[src/rtl/imem_loader.sv]
// imem_loader: framed little-endian byte-stream loader for the instruction memory.
// Frame: LEN_LO, LEN_HI, N*4 data bytes, CHK (XOR of all data bytes).
module imem_loader #(
    parameter int unsigned DEPTH  = 1024,
    parameter int unsigned ADDR_W = 10
) (
    input  logic              clk,
    input  logic              reset_n,
    input  logic              start,
    input  logic [7:0]        rx_data,
    input  logic              rx_valid,
    output logic              rx_ready,
    output logic              im_we,
    output logic [ADDR_W-1:0] im_addr,
    output logic [31:0]       im_wdata,
    output logic              busy,
    output logic              done,
    output logic              error,
    output logic [ADDR_W:0]   word_count
);

    localparam int unsigned CNT_W = ADDR_W + 1;

    typedef enum logic [2:0] {
        S_IDLE,
        S_LEN0,
        S_LEN1,
        S_DATA,
        S_CHK,
        S_DONE,
        S_ERROR
    } state_e;

    state_e              state_q,      state_d;
    logic [7:0]          len_lo_q,     len_lo_d;
    logic [CNT_W-1:0]    n_q,          n_d;
    logic [1:0]          lane_q,       lane_d;
    logic [7:0]          chk_q,        chk_d;
    logic [23:0]         wbuf_q,       wbuf_d;
    logic [CNT_W-1:0]    word_count_q, word_count_d;
    logic                im_we_q,      im_we_d;
    logic [ADDR_W-1:0]   im_addr_q,    im_addr_d;
    logic [31:0]         im_wdata_q,   im_wdata_d;
    logic                done_q,       done_d;
    logic                error_q,      error_d;
    logic                rx_ready_q,   rx_ready_d;
    logic                busy_q,       busy_d;

    logic                accept_c;
    logic [15:0]         len_c;

    assign accept_c = rx_valid && rx_ready_q;
    assign len_c    = {rx_data, len_lo_q};

    // Next-state, datapath and registered-output decode
    always_comb begin
        state_d      = state_q;
        len_lo_d     = len_lo_q;
        n_d          = n_q;
        lane_d       = lane_q;
        chk_d        = chk_q;
        wbuf_d       = wbuf_q;
        word_count_d = word_count_q;
        im_we_d      = 1'b0;
        im_addr_d    = im_addr_q;
        im_wdata_d   = im_wdata_q;
        done_d       = done_q;
        error_d      = error_q;

        case (state_q)
            S_IDLE, S_DONE, S_ERROR: begin
                if (start) begin
                    state_d      = S_LEN0;
                    done_d       = 1'b0;
                    error_d      = 1'b0;
                    word_count_d = '0;
                    lane_d       = '0;
                    chk_d        = '0;
                end
            end
            S_LEN0: begin
                if (accept_c) begin
                    len_lo_d = rx_data;
                    state_d  = S_LEN1;
                end
            end
            S_LEN1: begin
                if (accept_c) begin
                    // Full 16-bit compare so any bit above ADDR_W flags an error
                    if (32'(len_c) > DEPTH) begin
                        state_d = S_ERROR;
                        error_d = 1'b1;
                    end else if (len_c == 16'd0) begin
                        state_d = S_CHK;
                    end else begin
                        n_d     = CNT_W'(len_c);
                        state_d = S_DATA;
                    end
                end
            end
            S_DATA: begin
                if (accept_c) begin
                    chk_d  = chk_q ^ rx_data;
                    lane_d = lane_q + 2'd1;
                    case (lane_q)
                        2'd0: wbuf_d[7:0]   = rx_data;
                        2'd1: wbuf_d[15:8]  = rx_data;
                        2'd2: wbuf_d[23:16] = rx_data;
                        default: begin
                            im_we_d      = 1'b1;
                            im_addr_d    = word_count_q[ADDR_W-1:0];
                            im_wdata_d   = {rx_data, wbuf_q};
                            word_count_d = word_count_q + CNT_W'(1);
                            if (word_count_q + CNT_W'(1) == n_q) begin
                                state_d = S_CHK;
                            end
                        end
                    endcase
                end
            end
            S_CHK: begin
                if (accept_c) begin
                    if (rx_data == chk_q) begin
                        state_d = S_DONE;
                        done_d  = 1'b1;
                    end else begin
                        state_d = S_ERROR;
                        error_d = 1'b1;
                    end
                end
            end
            default: state_d = S_IDLE;
        endcase

        // Ready/busy registered from the next state so they track state_q exactly
        rx_ready_d = (state_d == S_LEN0) || (state_d == S_LEN1) ||
                     (state_d == S_DATA) || (state_d == S_CHK);
        busy_d     = rx_ready_d;
    end

    // State and output registers
    always_ff @(posedge clk or negedge reset_n) begin
        if (!reset_n) begin
            state_q      <= S_IDLE;
            len_lo_q     <= '0;
            n_q          <= '0;
            lane_q       <= '0;
            chk_q        <= '0;
            wbuf_q       <= '0;
            word_count_q <= '0;
            im_we_q      <= 1'b0;
            im_addr_q    <= '0;
            im_wdata_q   <= '0;
            done_q       <= 1'b0;
            error_q      <= 1'b0;
            rx_ready_q   <= 1'b0;
            busy_q       <= 1'b0;
        end else begin
            state_q      <= state_d;
            len_lo_q     <= len_lo_d;
            n_q          <= n_d;
            lane_q       <= lane_d;
            chk_q        <= chk_d;
            wbuf_q       <= wbuf_d;
            word_count_q <= word_count_d;
            im_we_q      <= im_we_d;
            im_addr_q    <= im_addr_d;
            im_wdata_q   <= im_wdata_d;
            done_q       <= done_d;
            error_q      <= error_d;
            rx_ready_q   <= rx_ready_d;
            busy_q       <= busy_d;
        end
    end

    assign rx_ready   = rx_ready_q;
    assign im_we      = im_we_q;
    assign im_addr    = im_addr_q;
    assign im_wdata   = im_wdata_q;
    assign busy       = busy_q;
    assign done       = done_q;
    assign error      = error_q;
    assign word_count = word_count_q;

endmodule
[config.mk]
export PLATFORM = sky130hd
export DESIGN_NAME = imem_loader
export DESIGN_NICKNAME = d
export VERILOG_FILES = /design/src/rtl/imem_loader.sv
export SDC_FILE = /design/constraint.sdc
export NUM_CORES = 1
export LEC_CHECK = 0
export ABC_AREA = 1
export CORE_MARGIN = 1.5
export CORE_UTILIZATION = 59
export DETAILED_ROUTE_END_ITERATION = 10
export PLACE_DENSITY = 0.81
export SLEW_MARGIN = 20
export SYNTH_ARGS = -nofsm -noshare
export SYNTH_HDL_FRONTEND = slang
export SYNTH_SLANG_ARGS = --single-unit
export TNS_END_PERCENT = 1
[constraint.sdc]
create_clock -name clk -period 5.3 [get_ports clk]
set_input_delay 1.06 -clock clk [delete_from_list [all_inputs] [get_ports clk]]
set_output_delay 1.06 -clock clk [all_outputs]
set_load 0.01 [all_outputs]
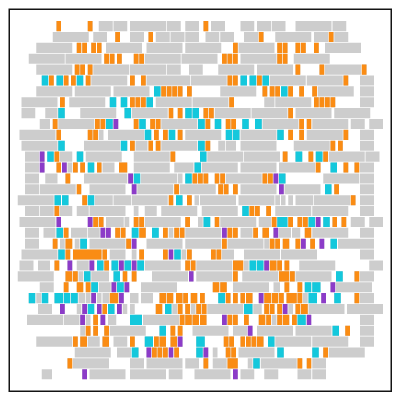
Run 1: selected gate families
(4 px per um)
family	color	cells	most used
aoi and oai cells	cyan	94	o21ai_0
nand cells	orange	265	nand2_1
inv cells	purple	48	inv_1

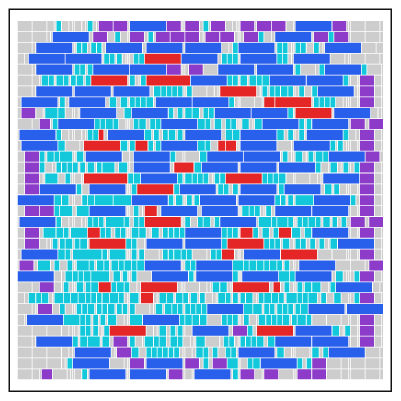
Run 1: placed cells, one color a class
(4 px per um) Fill, decap, tap and diode cells in gray.
class	color	cells
remaining buffers and delay cells	purple	70
remaining logic cells	cyan	464
clock drivers and dummy loads	red	32
registers	blue	113
core footprint: 8220 sq um
final core utilization: 76.8%
fin area: 6310 sq um
Std-Cell Rows: 33

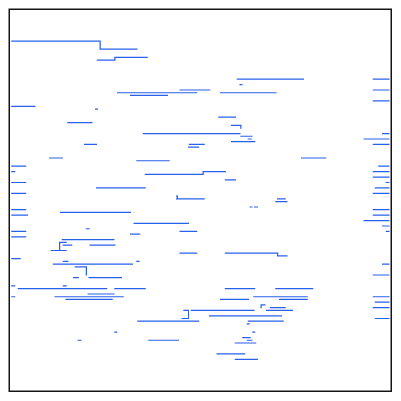
Run 1: the metal 3 layer
(4 px per um)
share of all routed wire	5.9%
main direction	horizontal
wire length on this layer	682 um
longest straight run	24.1 um
nets with wire on the layer	79

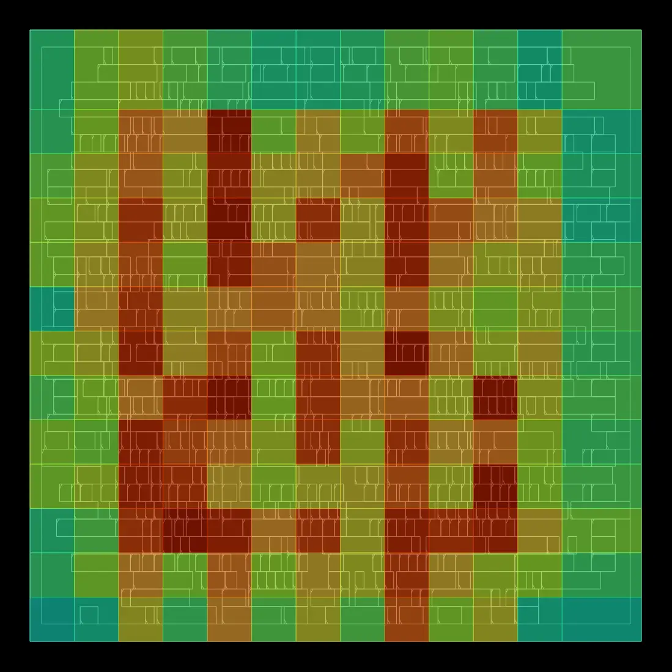
Run 1: congestion heat map
GR Util met3: 6.14%
total track usage: 28.1%
gr busiest metal: met2
met1 usage: 35.8%

==> results.toml, run 1 <==
# yosys + openroad results
[status]
run_status = "complete, no violations"

[setup_path]
max_stage_delay_ps = 630
cp_max_fo = 65
crit_slowest_cell = "nor2_4"
cp-end-kind = "flop"
cp.arrival_ps = 3750
cp.required_ps = 5730
timing.critical_path.buf_inv = 3
crit_family = "simple AND/OR/NAND/NOR gates"
critPathLaunchType = "input port"
crit_type = "input port to flop"
worstPathCellList = "clkdlybuf4s50_1 > nand2_1 > nor2_4 > inv_2 > nor2_4 > inv_2 > nor2_1 > o21bai_1"

[routing]
top_layer_used = "met4"
first_pass_iters = 5
dr_wl_met3_um = 682
avgViaCountPerCell = 5.50
vias = 4314
totalWireLength_um = 11600
wire_per_inst_um = 14.8
wl_met2_um = 5690
drcViolationCount = 0
ant_nets = 0
drtIter0Drc = 280
met1_length_um = 4920

[floorplanning]
fp_util_pct = 61.0
chipArea_sq_um = 9050
ioPinCount = 70
die_y_um = 95.1
fp.dieW_um = 95.1

[clock_network]
holdBufCountCts = 0
clk_pin_slew_ps = 60
postCtsSetupRepairBufs = 0
h-tree-depth = 4
clock_tree.root_cell = "clkbuf_8"
worstSkewPairLatency_ps = 520
cts.sinks = 113
cts_buffers = 17
clk_path_buf_depth = 2
ctsResizeCount = 0
cts_tree = "yes"

[cells_and_area]
synthToLayoutAreaGrowth_pct = 25.9
drive_above_1_share_pct = 7.51
n_antenna_cell = 0
fin_cells = 784
lay_top_cells = "nand2_1, dfrtp_1, clkdlybuf4s50_1"
mostFrequentLayoutCell = "nand2_1"
num-nets-final = 683

[synthesis]
simple_gate_area_share_pct = 25.2
netlist_instances = 594
syn_nets = 611
enable_flop_cells = 0
synthFlopType = "dfrtp_1"
ys_warn_count = 0
fa_ha_area_share_pct = 1.25
logic_family = "simple AND/OR/NAND/NOR gates"
ys_seq_share_pct = 56.4
ys_seq_elements = 113
yosysChipArea_sq_um = 5010
yosys_cells = 594
syn_avg_cell_area_sq_um = 8.43
syn-cell-area_sq_um = 5010
synthMuxAreaShare_pct = 0
synthArstFlopShare_pct = 100
xor_share_pct = 1.75
ys_sh_aoi_pct = 9.69
synth.distinct_cells = 27

[global_routing]
antenna_found_initial = 0
grt_pass1_wl_um = 19200
grt_pass1_vias = 4176
grt_max_degree = 66
overflow = 0
gr-usage-met2_pct = 45.6

[placement]
gp_congestion = 0.915
dpl_worst_slack_ps = 1540
io_buffers = 69
hpwl_um = 7680
placed_area_sq_um = 5740
placedCellCount = 752

[pwr]
seq_power_mw = 1.24
comb_power_share_pct = 26.5
maxPowerGroup = "registers"
p_int_mw = 2.13
p_clk_share_pct = 34.4
p_switching_mw = 1.05
power_clock_mw = 1.09
power_density_nw_per_um2 = 503
pwr-share-seq_pct = 39.2
leakage_nw = 3.01
p_total_mw = 3.18
irDropWorstVdd_mv = 0.303
switching_share_pct = 33.0
comb-power_uw = 841

[timing]
tightest_slew_ps = 1030
slew_viol_final = 0
hold_violations = 0
rsz0062_at_grt = "false"
whs_ps = 470
fin_ws_ps = 1980
setup_viol = 0
period_minus_slack_ps = 3320
period_used_pct = 62.7
skew_ps = 8.05
relSlewSlack_pct = 31.6
clock.fmax_mhz = 301
tns_ps = 0

[flow_run]
cap_viol_max_count = 0
log.warning_count = 29

[worst_hold_path]
hold_path.class = "flop to flop"
run 1: synthesized netlist by cell type, types with 6 or more instances:
library cell | instances | share of area (%)
nand2_1 | 229 | 17
nor2_1 | 32 | 2.4
o21ai_1 | 15 | 1.5
inv_2 | 7 | 0.52
dfrtp_1 | 113 | 56
a21oi_1 | 7 | 0.70
o22ai_1 | 6 | 0.75
nand3_1 | 29 | 2.9
xnor2_1 | 10 | 1.7
inv_1 | 41 | 3.1
o21ai_0 | 63 | 6.3
buf_2 | 6 | 0.60
run 1: state kept, by name, summed over array words and instances (netlist names), 3 cells and up:
| name | count |
|---|---|
| word_count | 11 |
| chk_q | 8 |
| n_q | 11 |
| state_q | 3 |
| im_addr | 10 |
| wbuf_q | 24 |
| len_lo_q | 8 |
| im_wdata | 32 |
run 1: final cells by class:
| cell class | count | area (sq um) |
|---|---|---|
| Clock buffer | 18 | 418 |
| Timing Repair Buffer | 70 | 696 |
| Fill cell | 570 | 1910 |
| Sequential cell | 113 | 2830 |
| Multi-Input combinational cell | 416 | 1900 |
| Tap cell | 105 | 131 |
| Inverter | 48 | 180 |
| Clock inverter | 14 | 155 |
run 1: path summary, 6_finish.rpt:
path	start	end	slack, ps	cells past startpoint
worst max register to register	state_q[0]$_DFF_PN0_	word_count[0]$_DFFE_PN0P_	2330	11
worst min-delay path	im_wdata[13]$_DFFE_PN0P_	im_wdata[13]$_DFFE_PN0P_	470	2
worst min register to register	im_wdata[13]$_DFFE_PN0P_	im_wdata[13]$_DFFE_PN0P_	470	2
min in group asynchronous	reset_n	error$_DFFE_PN0P_	620	1
max in group asynchronous	reset_n	len_lo_q[4]$_DFFE_PN0P_	3570	2
worst max-delay path	rx_valid	word_count[0]$_DFFE_PN0P_	1980	8
==> run 2: changes to the inputs <==
Settings changed: CORE_UTILIZATION 59 to 49, PLACE_DENSITY 0.81 to 0.72.
Clock period 5.3 ns to 2.8 ns, I/O delays scaled along.
==> run 2 against run 1 <==
Clock power increased by 79%; count of clock-buffer cells in the layout is 1 higher; critical path type is now flop to flop; critical endpoint is now busy$_DFF_PN0_; first-iteration DRC count shrank 18%; critical path depth increased by 3; non-clock buffer count grew 8; power grew 86%.
==> results.toml, run 2 <==
# yosys + openroad results
[status]
run_status = "complete, no violations"

[timing]
setup_viol = 0
skew_ps = 7.39
relSlewSlack_pct = 53.7
slew_viol_final = 0
clock.fmax_mhz = 455
period_minus_slack_ps = 2200
tns_ps = 0
period_used_pct = 78.6
tightest_slew_ps = 695

[clock_network]
clock_tree.root_cell = "clkbuf_8"
h-tree-depth = 4
ctsResizeCount = 0
postCtsSetupRepairBufs = 0
clk_path_buf_depth = 2
cts_buffers = 17
holdBufCountCts = 0
cts.sinks = 113
cts_tree = "yes"
worstSkewPairLatency_ps = 500

[synthesis]
top_cell = "nand2_1"
ys_seq_elements = 113
syn_nets = 611
top_cell_area_share_pct = 56.4
netlist_instances = 594
top_cells_by_area = "dfrtp_1, nand2_1, o21ai_0"
syn_avg_cell_area_sq_um = 8.43
yosysChipArea_sq_um = 5010
ys_warn_count = 0
synthFlopType = "dfrtp_1"
synthArstFlopShare_pct = 100

[routing]
met1_length_um = 5320
dr_wl_met3_um = 665
first_pass_iters = 8
avgViaCountPerCell = 5.16
drtIter0Drc = 229
drcViolationCount = 0
wire_per_inst_um = 14.2
vias = 4230
wl_met2_um = 5410

[flow_run]
cap_viol_max_count = 0

[setup_path]
cp.required_ps = 3190
timing.critical_path.buf_inv = 0
crit_type = "flop to flop"
max_stage_delay_ps = 450
crit_family = "simple AND/OR/NAND/NOR gates"
worstPathCellList = "ha_1 > nand2_1 > nor2_1 > nand2_1 > nand3b_1 > nand2_1 > nor2_1 > nand2_1 > o21ai_2 > nand3_1 > xnor2_1"
crit_slowest_cell = "dfrtp_1"

[cells_and_area]
n_antenna_cell = 0
comb_share_pct = 29.7
clock_buffers = 19
largest_register_ffs = 32
fin_cells = 820
synthToLayoutAreaGrowth_pct = 27.7
n_fill_cell = 831
mostFrequentLayoutCell = "nand2_1"
inv_count = 48
drive_above_1_share_pct = 8.59
comb_cells = 416
non_clock_buffer_area_share_pct = 12.2
num-nets-final = 691
largest_class = "flip-flops and latches"
flop-count = 113
n_all_buffers = 78

[floorplanning]
die_y_um = 104
rows = 36
ioPinCount = 70
core_sq_um = 9860
fp.dieW_um = 104
taps = 133

[placement]
placedCellCount = 788
gp_congestion = 0.866
hpwl_um = 8030

[global_routing]
overflow = 0
grt_max_degree = 55
grt.busiest_layer = "met2"

[pwr]
power_density_nw_per_um2 = 924
-- run 2: stage by stage --
step	hold WS [ps]	setup slack [ps]	utilization, %	instance area (sq um)
2_1_floorplan	264	974	-	5010
3_3_place_gp	458	334	59.4	5860
3_5_place_dp	458	333	59.4	5860
4_1_cts	120	623	64.9	6400
5_1_grt	152	418	64.9	6400
6_report	93.2	601	64.9	6400
-- run 2: worst register-to-register path, delay by kind of cell (launching register included) --
| family | cells | cell delay (ps) |
|---|---|---|
| AOI/OAI and AO/OA | 1 | 190 |
| adders and majority gates | 1 | 200 |
| xor gates and xnor gates | 1 | 130 |
| DFF | 1 | 450 |
| and+or+nand+nor | 8 | 1100 |
-- run 2: worst paths after layout --
kind	startpoint	end	slack, ps	cells after the start
worst max-delay path	word_count[0]$_DFFE_PN0P_	busy$_DFF_PN0_	600	11
worst min-delay path	reset_n	error$_DFFE_PN0P_	90	1
worst max register to register	word_count[0]$_DFFE_PN0P_	busy$_DFF_PN0_	600	11
worst min register to register	im_wdata[13]$_DFFE_PN0P_	im_wdata[13]$_DFFE_PN0P_	470	2
max in group asynchronous	reset_n	im_wdata[14]$_DFFE_PN0P_	1940	2
min in group clk	im_wdata[13]$_DFFE_PN0P_	im_wdata[13]$_DFFE_PN0P_	470	2
-- run 2: cell families (layout without fill, tap and decap cells) --
family          Yosys count  in the layout  synth area share (%)
flops                   113            113                  56.4
xor+xnor                 10             10                  1.75
simple gates            307            307                  25.2
buf+inv                  65            158                  5.62
fa+ha+maj                 5              5                  1.25
compound gates           94             94                  9.69
-- run 2: where the power goes --
group | internal [mW] | switching, mW
registers | 2.06 | 0.297
logic | 0.725 | 0.886
clock network | 1.19 | 0.754
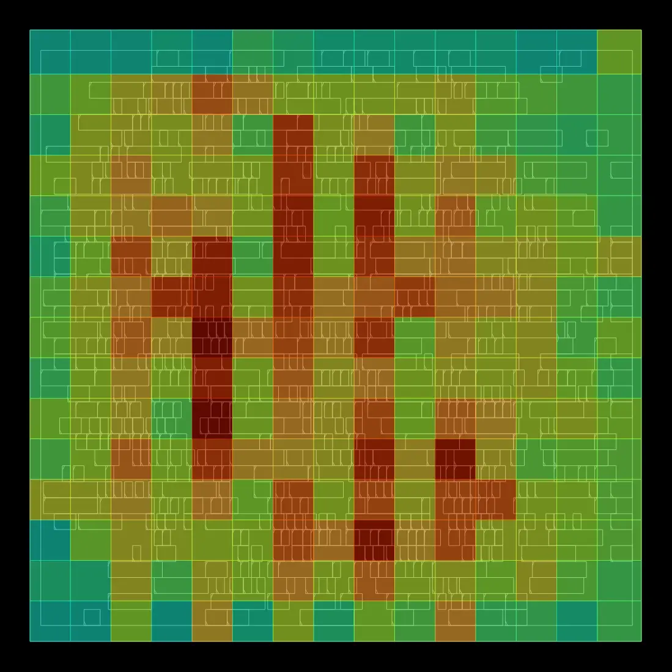
Run 2: congestion heat map
met2 Usage GRT: 35.4%
GR Util met3: 3.88%
met1 usage: 31.8%
final core utilization: 64.9%

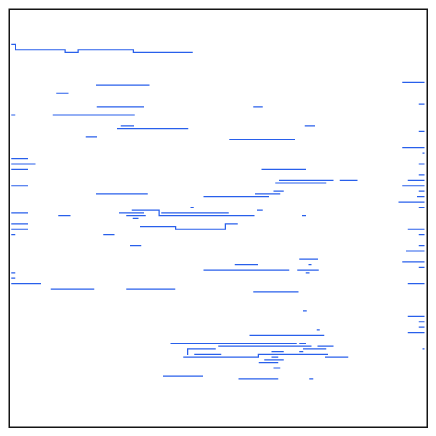
Run 2: the metal 3 layer
(4 px per um)
main direction	horizontal
share of all routed wire	5.7%
wire length on this layer	666 um
nets with wire on the layer	79

==> run 3: changes to the inputs <==
Clock period 2.8 ns to 2 ns, I/O delays scaled along.
==> run 3 against run 2 <==
Critical path depth decreased by 9; cell area increased by 3.1%; clock skew about the same; worst hold slack improved by 370 ps; combinational power increased by 47%; synthesized cell count unchanged; largest cell class unchanged; highest routed layer unchanged.
==> results.toml, run 3 <==
# yosys + openroad results
[routing]
wl_met2_um = 5500
avgViaCountPerCell = 5.07
first_pass_iters = 6
drcViolationCount = 0
drtIter0Drc = 164
vias = 4245
met1_length_um = 5490
wire_per_inst_um = 13.9
ant_nets = 0
dr_wl_met3_um = 471
totalWireLength_um = 11700
top_layer_used = "met4"

[setup_path]
critPathCapture = "word_count[0]"
cp_max_fo = 5
cp.arrival_ps = 1530
critPathLaunchType = "flop"
cp-startpoint = "word_count[0]$_DFFE_PN0P_"
crit_type = "flop to output port"
r2r-start = "word_count[0]$_DFFE_PN0P_"
cp.required_ps = 1600
rrSetupSlack_ps = 70
r2r_cells = 12
cp-end-kind = "output port"
regToRegEndpoint = "busy$_DFF_PN0_"

[timing]
slew_viol_final = 0
tightest_slew_ps = 613
setup_viol = 0
period_used_pct = 96.4
clock.fmax_mhz = 519
period_minus_slack_ps = 1930
tns_ps = 0
whs_ps = 468
skew_ps = 7.55
relSlewSlack_pct = 59.1
hold_violations = 0
rsz0062_at_grt = "true"

[pwr]
p_clk_share_pct = 32.6
switching_share_pct = 33.4
comb_power_share_pct = 28.2
p_int_mw = 5.57
pwr-share-seq_pct = 39.2
p_switching_mw = 2.80
leakage_nw = 3.15
irDropWorstVdd_mv = 0.668
p_total_mw = 8.37
power_density_nw_per_um2 = 1270

[global_routing]
grt_pass1_vias = 4021
antenna_found_initial = 0
overflow = 0
grt_max_degree = 114
grt_pass1_wl_um = 19500
track_usage_pct = 22.7

[cells_and_area]
lay_top_cells = "nand2_1, dfrtp_1, clkdlybuf4s50_1"
n_fill_cell = 794
post-route-util_pct = 66.9
drive_above_1_share_pct = 11.6
n_antenna_cell = 0
num-nets-final = 708
largest_register_ffs = 32

[floorplanning]
die_y_um = 104
ioPinCount = 70
rows = 36
fp_util_pct = 50.8
fp.dieW_um = 104
chipArea_sq_um = 10800
core_sq_um = 9860

[status]
run_status = "complete, no violations"

[synthesis]
syn_nets = 611
synthTopCellsByCount = "nand2_1, dfrtp_1, o21ai_0, inv_1, nor2_1"
synth.distinct_cells = 27
synthFlopType = "dfrtp_1"
largest_area_cell = "dfrtp_1"
yosysChipArea_sq_um = 5010
top_cell_area_share_pct = 56.4
syn_avg_cell_area_sq_um = 8.43
syn-cell-area_sq_um = 5010
netlist_instances = 594
ys_seq_elements = 113
yosys_cells = 594
synthArstFlopShare_pct = 100
enable_flop_cells = 0
ys_seq_share_pct = 56.4
ys_warn_count = 0
top_cells_by_area = "dfrtp_1, nand2_1, o21ai_0"
top_cell = "nand2_1"

[clock_network]
worstSkewPairLatency_ps = 510
cts.sinks = 113
h-tree-depth = 4
clk_path_buf_depth = 2
cts_tree = "yes"
clk_pin_slew_ps = 60
cts_buffers = 17
postCtsSetupRepairBufs = 0
clock_tree.root_cell = "clkbuf_8"

[flow_run]
log.warning_count = 32
cap_viol_max_count = 0

[placement]
io_buffers = 69
gp_congestion = 0.845
hpwl_um = 7910
dpl_worst_slack_ps = -159
placed_area_sq_um = 6030
placedCellCount = 804

[worst_hold_path]
hold_path.class = "input port to asynchronous set/reset pin"
-- run 3: cell types whose count changed in the layout (fill, tap and decap cells not counted), moves of 2 or more --
cell and delta:
clkinv_2 -2, nor2_2 +2, buf_4 +12, clkinvlp_4 -3, buf_12 +4, nor2_1 -3
inv_6 +2, clkinv_4 +4
-- run 3: what timing repair did --
action                                  4_1_cts  5_1_grt
pin swaps                                     0        1
hold endpoints to repair                     21        0
endpoints found under the setup margin        2       14
resized                                       4        4
hold buffers                                  1        0
-- run 3: area by class of cell --
type / count / area, sq um / share of cell area [%]
Multi-Input combinational cell: 416 / 1920 / 29.1
Sequential cell: 113 / 2830 / 42.9
Timing Repair Buffer: 95 / 961 / 14.6
Tap cell: 133 / 166 / 2.52
Clock inverter: 13 / 103 / 1.55
Inverter: 48 / 180 / 2.73
Clock buffer: 19 / 442 / 6.69
-- run 3: kinds of logic after synthesis --
| family | after synthesis | share of synthesized area [%] |
|---|---|---|
| AND/OR/NAND/NOR | 307 | 25.2 |
| flip-flops | 113 | 56.4 |
| AND-OR/OR-AND | 94 | 9.69 |
| buffers and inverters | 65 | 5.62 |
| XOR/XNOR | 10 | 1.75 |
| adder cells (fa/ha/maj) | 5 | 1.25 |
-- run 3: layer usage --
metal,track usage (%),vias up
met4,8.23,0
li1,-,2106
met3,4.39,20
met2,35.4,119
met1,31.7,2000
met5,0,-
-- run 3: worst max-delay path: stages (launching register included) --
cell             delay, ps
dfrtp_1                340
buf_4                  140
clkdlybuf4s50_1        540
-- run 3: power groups by stage --
stage	Combinational (mW)	Clock (mW)	Sequential (mW)
6_report	2.36	2.73	3.28
5_1_grt	2.67	2.85	3.35
4_1_cts	2.36	2.75	3.27
3_5_place_dp	2.34	0	3.30
3_3_place_gp	2.27	0	3.28
2_1_floorplan	1.30	0	3.33
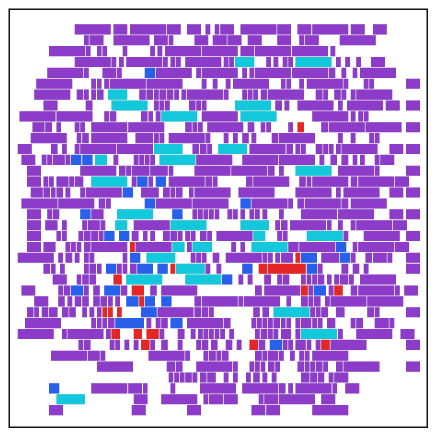
Run 3: drive-strength map
(4 px per um)
size	color	cells
x1 and smaller	purple	622
x2	red	20
x3 and x4	blue	33
x6 and larger	cyan	29
fin area: 6600 sq um
slack of the critical path: 73.0 ps
P&R area growth vs syn: 31.7%
Non-clk bufs: 95

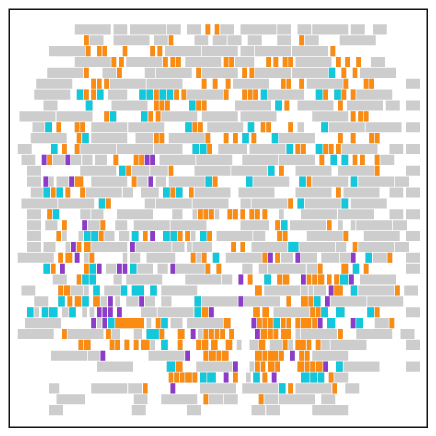
Run 3: selected gate families
(4 px per um)
family	color	cells	most used
nand cells	orange	265	nand2_1
inv cells	purple	48	inv_1
aoi and oai cells	cyan	94	o21ai_0
most numerous logic cell after layout: nand2_1
combinational share of cell area: 29.1%
final std cells w/o fill: 837

Power and IR drop assume default switching activity.
